Figure 1. PDN straps and rails (run 1).
Scale bar: 50 µm. Pins as bars on the die edge.
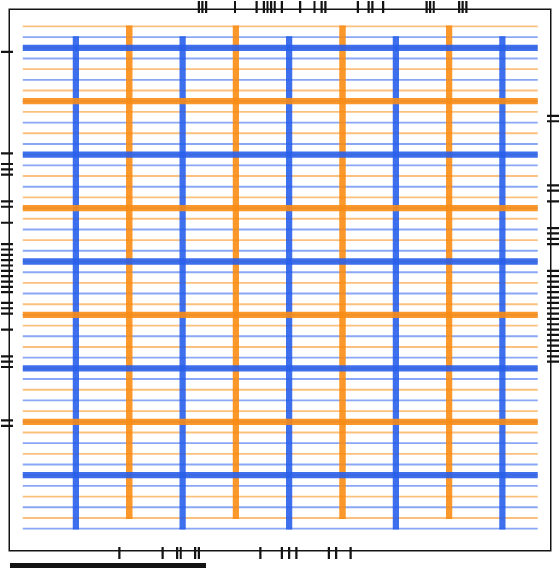
Figure 2. Placed cells, one color a class (run 1).
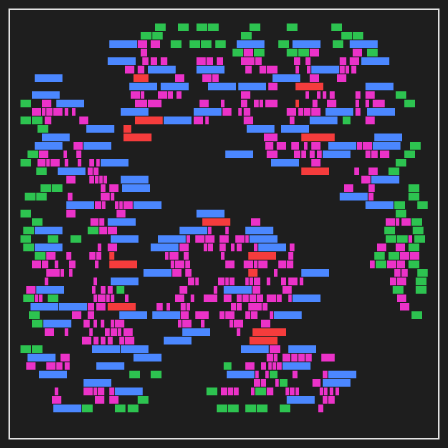
Figure 3. Routed clock nets over the placement (run 1).
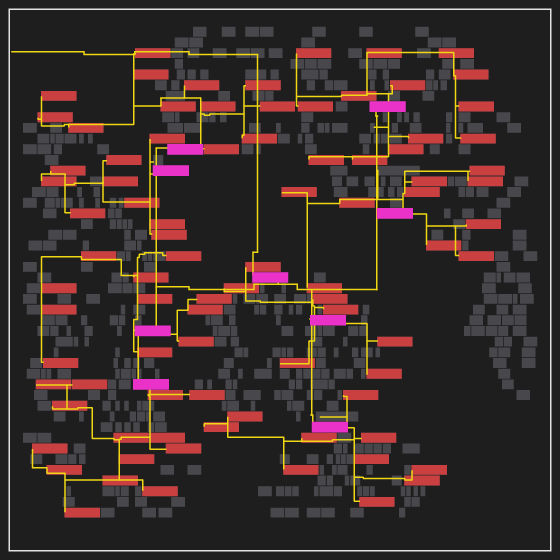
<file path="config.mk">
export PLATFORM = sky130hd
export DESIGN_NAME = ifid_hazard_ctrl
export DESIGN_NICKNAME = d
export VERILOG_FILES = /design/src/rtl/ifid_hazard_ctrl_pkg.sv /design/src/rtl/sat_counter.sv /design/src/rtl/ifid_hazard_ctrl.sv
export SDC_FILE = /design/constraint.sdc
export NUM_CORES = 1
export LEC_CHECK = 0
export CAP_MARGIN = 0
export CORE_MARGIN = 3
export CORE_UTILIZATION = 25
export CTS_CLUSTER_DIAMETER = 50
export DETAILED_ROUTE_END_ITERATION = 10
export GPL_ROUTABILITY_DRIVEN = 0
export PLACE_DENSITY_LB_ADDON = 0.15
export SKIP_CTS_REPAIR_TIMING = 1
export SLEW_MARGIN = 30
export SYNTH_ARGS = -nofsm -noshare
export SYNTH_HDL_FRONTEND = slang
export SYNTH_SLANG_ARGS = --single-unit
</file>
<file path="constraint.sdc">
create_clock -name clk -period 7.4 [get_ports clk]
set_input_delay 2.22 -clock clk [delete_from_list [all_inputs] [get_ports clk]]
set_output_delay 2.22 -clock clk [all_outputs]
set_load 0.02 [all_outputs]
</file>
<file path="src/rtl/ifid_hazard_ctrl_pkg.sv">
// Shared types and constants for the IF/ID hazard and sequencing controller.
package ifid_hazard_ctrl_pkg;

    // Controller sequencing states.
    typedef enum logic [1:0] {
        RUN   = 2'd0,
        STALL = 2'd1,
        FLUSH = 2'd2,
        WAIT  = 2'd3
    } state_t;

    // x0 is hard-wired zero, so a load targeting it never creates a hazard.
    localparam logic [4:0] REG_ZERO = 5'd0;

    // Encoding that a cleared IF/ID register presents to decode (addi x0,x0,0).
    localparam logic [31:0] NOP_INSTR = 32'h0000_0013;

    // True when the instruction in ID reads the register a load in EX is about to write.
    function automatic logic load_use_hit(
        input logic       mem_read,
        input logic [4:0] rd,
        input logic [4:0] rs1,
        input logic [4:0] rs2,
        input logic       uses_rs1,
        input logic       uses_rs2
    );
        return mem_read && (rd != REG_ZERO) &&
               ((uses_rs1 && (rd == rs1)) || (uses_rs2 && (rd == rs2)));
    endfunction

endpackage

</file>
<file path="src/rtl/sat_counter.sv">
// Saturating up-counter with synchronous clear; clear wins over increment.
module sat_counter #(
    parameter int W = 32
) (
    input  logic         clk,
    input  logic         rst_n,
    input  logic         clr,
    input  logic         inc,
    output logic [W-1:0] count
);

    // Count up on inc, stick at all-ones, return to zero on clr.
    // NOTE: sequential state uses non-blocking assignments so every register samples pre-edge values.
    always_ff @(posedge clk or negedge rst_n) begin
        if (!rst_n) begin
            count <= '0;
        end else if (clr) begin
            count <= '0;
        end else if (inc && (count != '1)) begin
            count <= count + 1'b1;
        end
    end

endmodule

</file>
<file path="src/rtl/ifid_hazard_ctrl.sv">
// IF/ID and PC sequencing controller: resolves redirects, load-use hazards and
// instruction-memory wait states with fixed priority, and keeps perf counters.
module ifid_hazard_ctrl
    import ifid_hazard_ctrl_pkg::*;
#(
    parameter int FLUSH_CYCLES = 1,
    parameter int WAIT_TIMEOUT = 255,
    parameter int CNT_W        = 32
) (
    input  logic             clk,
    input  logic             reset,
    input  logic [4:0]       id_rs1,
    input  logic [4:0]       id_rs2,
    input  logic             id_uses_rs1,
    input  logic             id_uses_rs2,
    input  logic             idex_mem_read,
    input  logic [4:0]       idex_rd,
    input  logic             ex_redirect,
    input  logic             imem_ready,
    output logic             pc_write,
    output logic             IFIDWrite,
    output logic             ifid_flush,
    output logic             idex_flush,
    output logic             fetch_timeout,
    output logic [CNT_W-1:0] stall_count,
    output logic [CNT_W-1:0] flush_count
);

    // fcnt value loaded on a redirect: the redirect cycle itself is the first flush cycle.
    localparam logic [2:0]  FLUSH_RELOAD = 3'(FLUSH_CYCLES - 1);
    // fetch_timeout sets on the wait cycle that brings wcnt up to WAIT_TIMEOUT.
    localparam logic [15:0] WAIT_LAST    = 16'(WAIT_TIMEOUT - 1);

    state_t      state;
    state_t      next_state;
    logic [2:0]  fcnt;
    logic [2:0]  fcnt_next;
    logic [15:0] wcnt;
    logic        load_use;
    logic        stall_inc;
    logic        flush_inc;
    logic        wait_inc;
    logic        wait_clr;

    assign load_use = load_use_hit(idex_mem_read, idex_rd, id_rs1, id_rs2,
                                   id_uses_rs1, id_uses_rs2);

    // Same-cycle hazard decision: outputs, next state and counter strobes, in priority order.
    // NOTE: every signal gets a default first so no path leaves one unassigned and infers a latch.
    always_comb begin
        next_state = state;
        fcnt_next  = fcnt;
        pc_write   = 1'b0;
        IFIDWrite  = 1'b0;
        ifid_flush = 1'b0;
        idex_flush = 1'b0;
        stall_inc  = 1'b0;
        flush_inc  = 1'b0;
        wait_inc   = 1'b0;
        wait_clr   = 1'b0;

        if (!reset) begin
            // Safe quiescent pipeline while reset is held.
            IFIDWrite  = 1'b1;
            ifid_flush = 1'b1;
            idex_flush = 1'b1;
            next_state = RUN;
            fcnt_next  = '0;
        end else if (ex_redirect) begin
            pc_write   = 1'b1;
            ifid_flush = 1'b1;
            idex_flush = 1'b1;
            flush_inc  = 1'b1;
            wait_clr   = 1'b1;
            fcnt_next  = FLUSH_RELOAD;
            next_state = (FLUSH_CYCLES > 1) ? FLUSH : RUN;
        end else if (state == FLUSH) begin
            pc_write   = imem_ready;
            ifid_flush = 1'b1;
            if (fcnt <= 3'd1) begin
                fcnt_next  = '0;
                next_state = RUN;
            end else begin
                fcnt_next  = fcnt - 3'd1;
            end
        end else if ((state != STALL) && load_use) begin
            // The bubble already sits in ID/EX during STALL, so the hazard is not re-checked there.
            IFIDWrite  = 1'b1;
            idex_flush = 1'b1;
            stall_inc  = 1'b1;
            next_state = STALL;
        end else if (!imem_ready) begin
            ifid_flush = 1'b1;
            wait_inc   = 1'b1;
            next_state = WAIT;
        end else begin
            pc_write   = 1'b1;
            wait_clr   = 1'b1;
            next_state = RUN;
        end
    end

    // State, flush countdown and the sticky timeout flag.
    // NOTE: asynchronous active-low reset puts the controller into RUN as soon as reset falls.
    always_ff @(posedge clk or negedge reset) begin
        if (!reset) begin
            state         <= RUN;
            fcnt          <= '0;
            fetch_timeout <= 1'b0;
        end else begin
            state <= next_state;
            fcnt  <= fcnt_next;
            if (wait_inc && (wcnt >= WAIT_LAST)) begin
                fetch_timeout <= 1'b1;
            end
        end
    end

    sat_counter #(.W(CNT_W)) u_stall_cnt (
        .clk   (clk),
        .rst_n (reset),
        .clr   (1'b0),
        .inc   (stall_inc),
        .count (stall_count)
    );

    sat_counter #(.W(CNT_W)) u_flush_cnt (
        .clk   (clk),
        .rst_n (reset),
        .clr   (1'b0),
        .inc   (flush_inc),
        .count (flush_count)
    );

    sat_counter #(.W(16)) u_wait_cnt (
        .clk   (clk),
        .rst_n (reset),
        .clr   (wait_clr),
        .inc   (wait_inc),
        .count (wcnt)
    );

endmodule

</file>
==> flow_summary_export.csv, run 1 <==
group,metric,value,unit
status,status,"finished clean",
routing,ant_nets,0,
setup_path,end_kind,"output port",
final_timing,worst_slack,0.472,ns
placement,post-place-cells,736,
final_timing,worst_pin_slew,0.973,ns
job,drv_cap,0,
synth,yosysWarnings,0,
final_timing,fin_crit_sh,93.6,%
global_route,antenna_found_initial,0,
setup_path,cp_num_buf_inv,2,
global_route,gr-total-overflow,0,
final_timing,maxSlewHeadroom,35.1,%
cells_and_area,nFillCells,1704,
synth,synth_area,4320,µm²
cts,cts_buffers,9,
global_route,gr-usage-all-layers,11.8,%
placement,io_buffers,90,
die,core_area,16800,µm²
final_timing,finalSetupTns,0,ns
hold_path,hp-class,"flip-flop to flip-flop",
setup_path,crit_path_frequent_cell,"clkdlybuf4s50_1",
synth,ys_cells,430,
pwr,p_leak,0.00232,µW
routing,first_pass_iters,6,
cells_and_area,area_growth,34.2,%
pwr,peakVddDrop,0.109,mV
placement,dp_hpwl,7.88,mm
setup_path,arrival,4.71,ns
die,placementRows,47,
final_timing,finalSetupViolCount,0,
die,fp-utilization,25.8,%
-- Figure 1 (at the start) --
blue -> VSS
orange -> VDD
signal pins = 91
met4 straps = 9
met5 straps = 9
met1 rails = 48

-- Figure 2 (at the start) --
magenta -> all other logic  # cells 336, share of their area 38%
red -> clock drivers and dummy loads  # cells 16, share of their area 5.9%
blue -> flip-flops  # cells 86, share of their area 39%
green -> other buffers and delay cells  # cells 94, share of their area 17%

-- Figure 3 (at the start) --
magenta -> cells driving clock nets  # count 9
red -> flip-flops  # count 86
yellow -> clock wires  # length 1270 µm
flops lie = spread over the die
Clk. pwr: 497 µW
worst skew pair latency: 0.34 ns
skew final: 0.00936 ns
power share of the clock group: 43.6%

-- run 1: power by group --
part	leakage [µW]	switching, µW	internal (µW)
registers	0.00118	26.5	488
clock network	0.000156	191	306
logic	0.000982	66.2	61.6
total	0.00232	283	855
-- run 1: layout by cell type, fill, tap and decap left out, drive strengths merged, types with 3 or more instances in the layout --
cell type	netlist	layout
clkdlybuf4s50	0	89
dfrtp	86	86
xnor2	75	75
nand2	44	44
nor2	42	42
nand3	36	36
nand4	24	24
nor3	16	16
and3	12	12
clkbuf	4	11
xor2	10	10
inv	8	9
o21ai	7	7
a21oi	7	7
and4	6	6
nor2b	5	5
ha	5	5
buf	4	5
or4	5	5
nor3b	5	5
and2	4	4
nor4	4	4
or3	3	3
-- run 1: how the worst max path moves through the flow --
stage	startpoint	end	slack (ns)	cells after the start
finish	idex_rd[1]	pc_write	0.47	8
detailed placement	idex_rd[1]	pc_write	0.42	8
CTS	idex_rd[1]	pc_write	0.40	8
global route	idex_rd[1]	pc_write	0.27	8
global placement	idex_rd[1]	pc_write	0.44	8
floorplan	idex_rd[1]	ifid_flush	1.20	7
-- run 1: per-stage QoR --
stage,total power [µW],cell area [µm²]
finish,1140,5800
CTS,1160,5800
floorplan,577,4320
detailed placement,653,5480
global placement,652,5480
global route,1190,5800
-- run 1: cell type report --
class	instances	area, µm²	area share, %
clock buffer	11	243	4.19
clock inverter	5	81.3	1.40
inverter	8	30.0	0.518
multi-input combinational	328	2090	36.0
sequential	86	2150	37.1
tap	220	275	4.75
timing repair buffer	94	928	16.0
-- run 1: cells in the mapped netlist (7+ instances only) --
cell type / count / area, µm²
nor2_1: 42 / 158
nor3_1: 16 / 80.1
a21oi_1: 7 / 35.0
dfrtp_1: 86 / 2150
nand4_1: 23 / 144
o21ai_0: 7 / 35.0
xor2_1: 10 / 87.6
and3_1: 11 / 68.8
nand3_1: 35 / 175
nand2_1: 44 / 165
inv_1: 8 / 30.0
xnor2_1: 75 / 657
-- run 1: state kept, by name, indices dropped and copies added, names as in the netlist --
register,cells
fetch_timeout,1
fcnt,3
u_stall_cnt.count,32
u_flush_cnt.count,32
state,2
u_wait_cnt.count,16
-- run 1: layer usage --
layer  wire length [µm]  part of all wire, %  up-vias  track usage [%]
met4                193                  1.8        0             4.77
met3                657                  6.1       17             2.89
met5                  0                    0        -                0
met2               4930                   45       89             18.5
met1               5050                   47     1692             15.5
li1                   -                    -     1683                -
-- run 1: worst reg2reg max path: stages (launching register included) --
cell,delay (ns)
dfrtp_1,0.45
and4_1,0.27
and3_4,0.23
nand4_1,0.16
or4_4,0.59
o21ba_1,0.52
mux2_2,0.43
-- run 1: kinds of logic (layout without fill, tap and decap cells) --
| group | Yosys count | in the layout | share of synthesized area, % |
|---|---|---|---|
| AOI/OAI and AO/OA | 24 | 24 | 3.48 |
| xor gates and xnor gates | 85 | 85 | 17.2 |
| adders and majority gates | 5 | 5 | 1.45 |
| buffers and inverters | 16 | 118 | 1.94 |
| DFF | 86 | 86 | 49.8 |
| muxes | 1 | 1 | 0.261 |
| and+or+nand+nor | 213 | 213 | 25.8 |
==> run 2: changes to the inputs <==
--- a/config.mk
+++ b/config.mk
@@ -11,6 +11,7 @@
 export CTS_CLUSTER_DIAMETER = 50
 export DETAILED_ROUTE_END_ITERATION = 10
 export GPL_ROUTABILITY_DRIVEN = 0
+export HOLD_SLACK_MARGIN = 0.05
 export PLACE_DENSITY_LB_ADDON = 0.15
 export SKIP_CTS_REPAIR_TIMING = 1
 export SLEW_MARGIN = 30
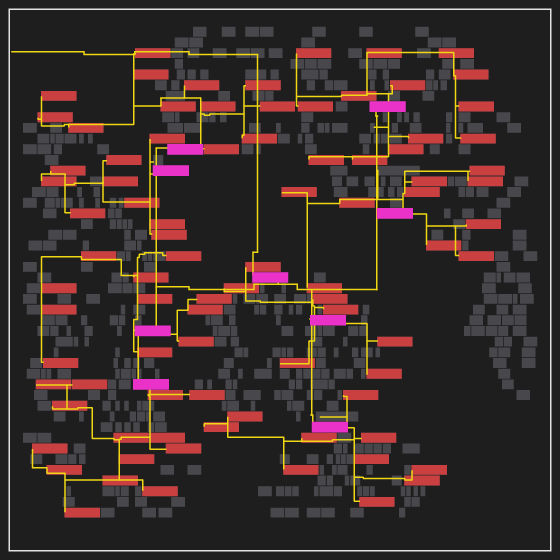
Figure 4: run 2, routed clock nets over the placement.
magenta -> cells driving clock nets  # count 9
red -> flip-flops  # count 86
yellow -> clock wires  # length 1270 µm
routed clock nets = 10

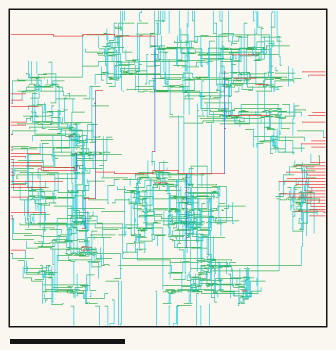
Figure 5: run 2, signal wires by layer.
Scale bar: 50 µm.
cyan -> met2  # wire length 4930 µm
red -> met3  # wire length 657 µm
blue -> met4  # wire length 194 µm
green -> met1  # wire length 5050 µm
Total GRT Usage: 11.8%
Routed WL per cell: 14.4 µm
final wirelength: 10.8 mm
via count: 3481

==> run 2 against run 1 <==
Effect of this change:
- first-iteration DRC count unchanged
- sequential share of layout area unchanged
- sequential power about the same
- via count unchanged
- setup slack unchanged
- clock power about the same
- register-to-register slack about the same
- largest power group unchanged
==> flow_summary_export.csv, run 2 <==
group,metric,value,unit
status,status,"finished clean",
pwr,peakVddDrop,0.109,mV
die,fp-utilization,25.8,%
synth,post-synth-top-count-cell,"dfrtp_1",
final_timing,fin_crit_sh,93.6,%
final_timing,finalSetupViolCount,0,
pwr,p_clk_share,43.6,%
pwr,intPower,855,µW
global_route,antenna_found_initial,0,
routing,route.met2.wl,4.93,mm
setup_path,end_kind,"output port",
cells_and_area,area_growth,34.2,%
job,drv_cap,0,
routing,ant_nets,0,
routing,wl_met3,657,µm
final_timing,maxSlewHeadroom,35.1,%
hold_path,hp-class,"flip-flop to flip-flop",
pwr,netSwitchingPower,283,µW
placement,io_buffers,90,
synth,ys_cells,430,
global_route,gr-total-overflow,0,
pwr,switching_share,24.9,%
setup_path,arrival,4.71,ns
synth,yosysTopAreaCellShare,49.8,%
final_timing,worst_slack,0.472,ns
final_timing,finalSetupTns,0,ns
run 2: cell counts after synthesis:
No cell type changed its count.
run 2: worst paths after layout:
kind | slack (ns) | to | cells past startpoint | startpoint
max | 0.47 | pc_write | 8 | idex_rd[1]
min | 0.48 | fetch_timeout | 1 | fetch_timeout
max reg2reg | 4.64 | u_stall_cnt.count[1] | 6 | u_stall_cnt.count[15]
min reg2reg | 0.48 | fetch_timeout | 1 | fetch_timeout
max in group asynchronous | 4.37 | u_stall_cnt.count[24] | 3 | reset
min in group asynchronous | 1.68 | fetch_timeout | 1 | reset
run 2: per-layer routing:
| metal | track usage, % | up-vias |
|---|---|---|
| met3 | 2.89 | 17 |
| met5 | 0 | - |
| met4 | 4.77 | 0 |
| li1 | - | 1683 |
| met1 | 15.5 | 1692 |
| met2 | 18.5 | 89 |
run 2: metrics by stage:
stage	cells	hold slack, ns	cell area [µm²]
after CTS	752	0.485	5800
after global placement	736	0.462	5480
after floorplan	430	0.502	4320
after detailed placement	736	0.471	5480
after global routing	752	0.505	5800
final	752	0.477	5800
run 2: cell type report:
type / count / area (µm²)
Tap cell: 220 / 275
Clock buffer: 11 / 243
Timing Repair Buffer: 94 / 928
Fill cell: 1704 / 11000
Clock inverter: 5 / 81.3
Inverter: 8 / 30.0
Multi-Input combinational cell: 328 / 2090
Sequential cell: 86 / 2150
run 2: logic make-up after synthesis:
group | synth area share [%]
fa+ha+maj | 1.45
buf+inv | 1.94
compound gates | 3.48
mux | 0.261
simple gates | 25.8
xor+xnor | 17.2
flops | 49.8
run 2: power by group through the flow:
| stage | registers (µW) | logic [µW] | clock network (µW) |
|---|---|---|---|
| after floorplan | 536 | 41.1 | 0 |
| after global placement | 523 | 129 | 0 |
| after detailed placement | 523 | 130 | 0 |
| after CTS | 515 | 131 | 517 |
| after global routing | 517 | 139 | 532 |
| final | 514 | 128 | 497 |
Power and IR drop assume default switching activity.
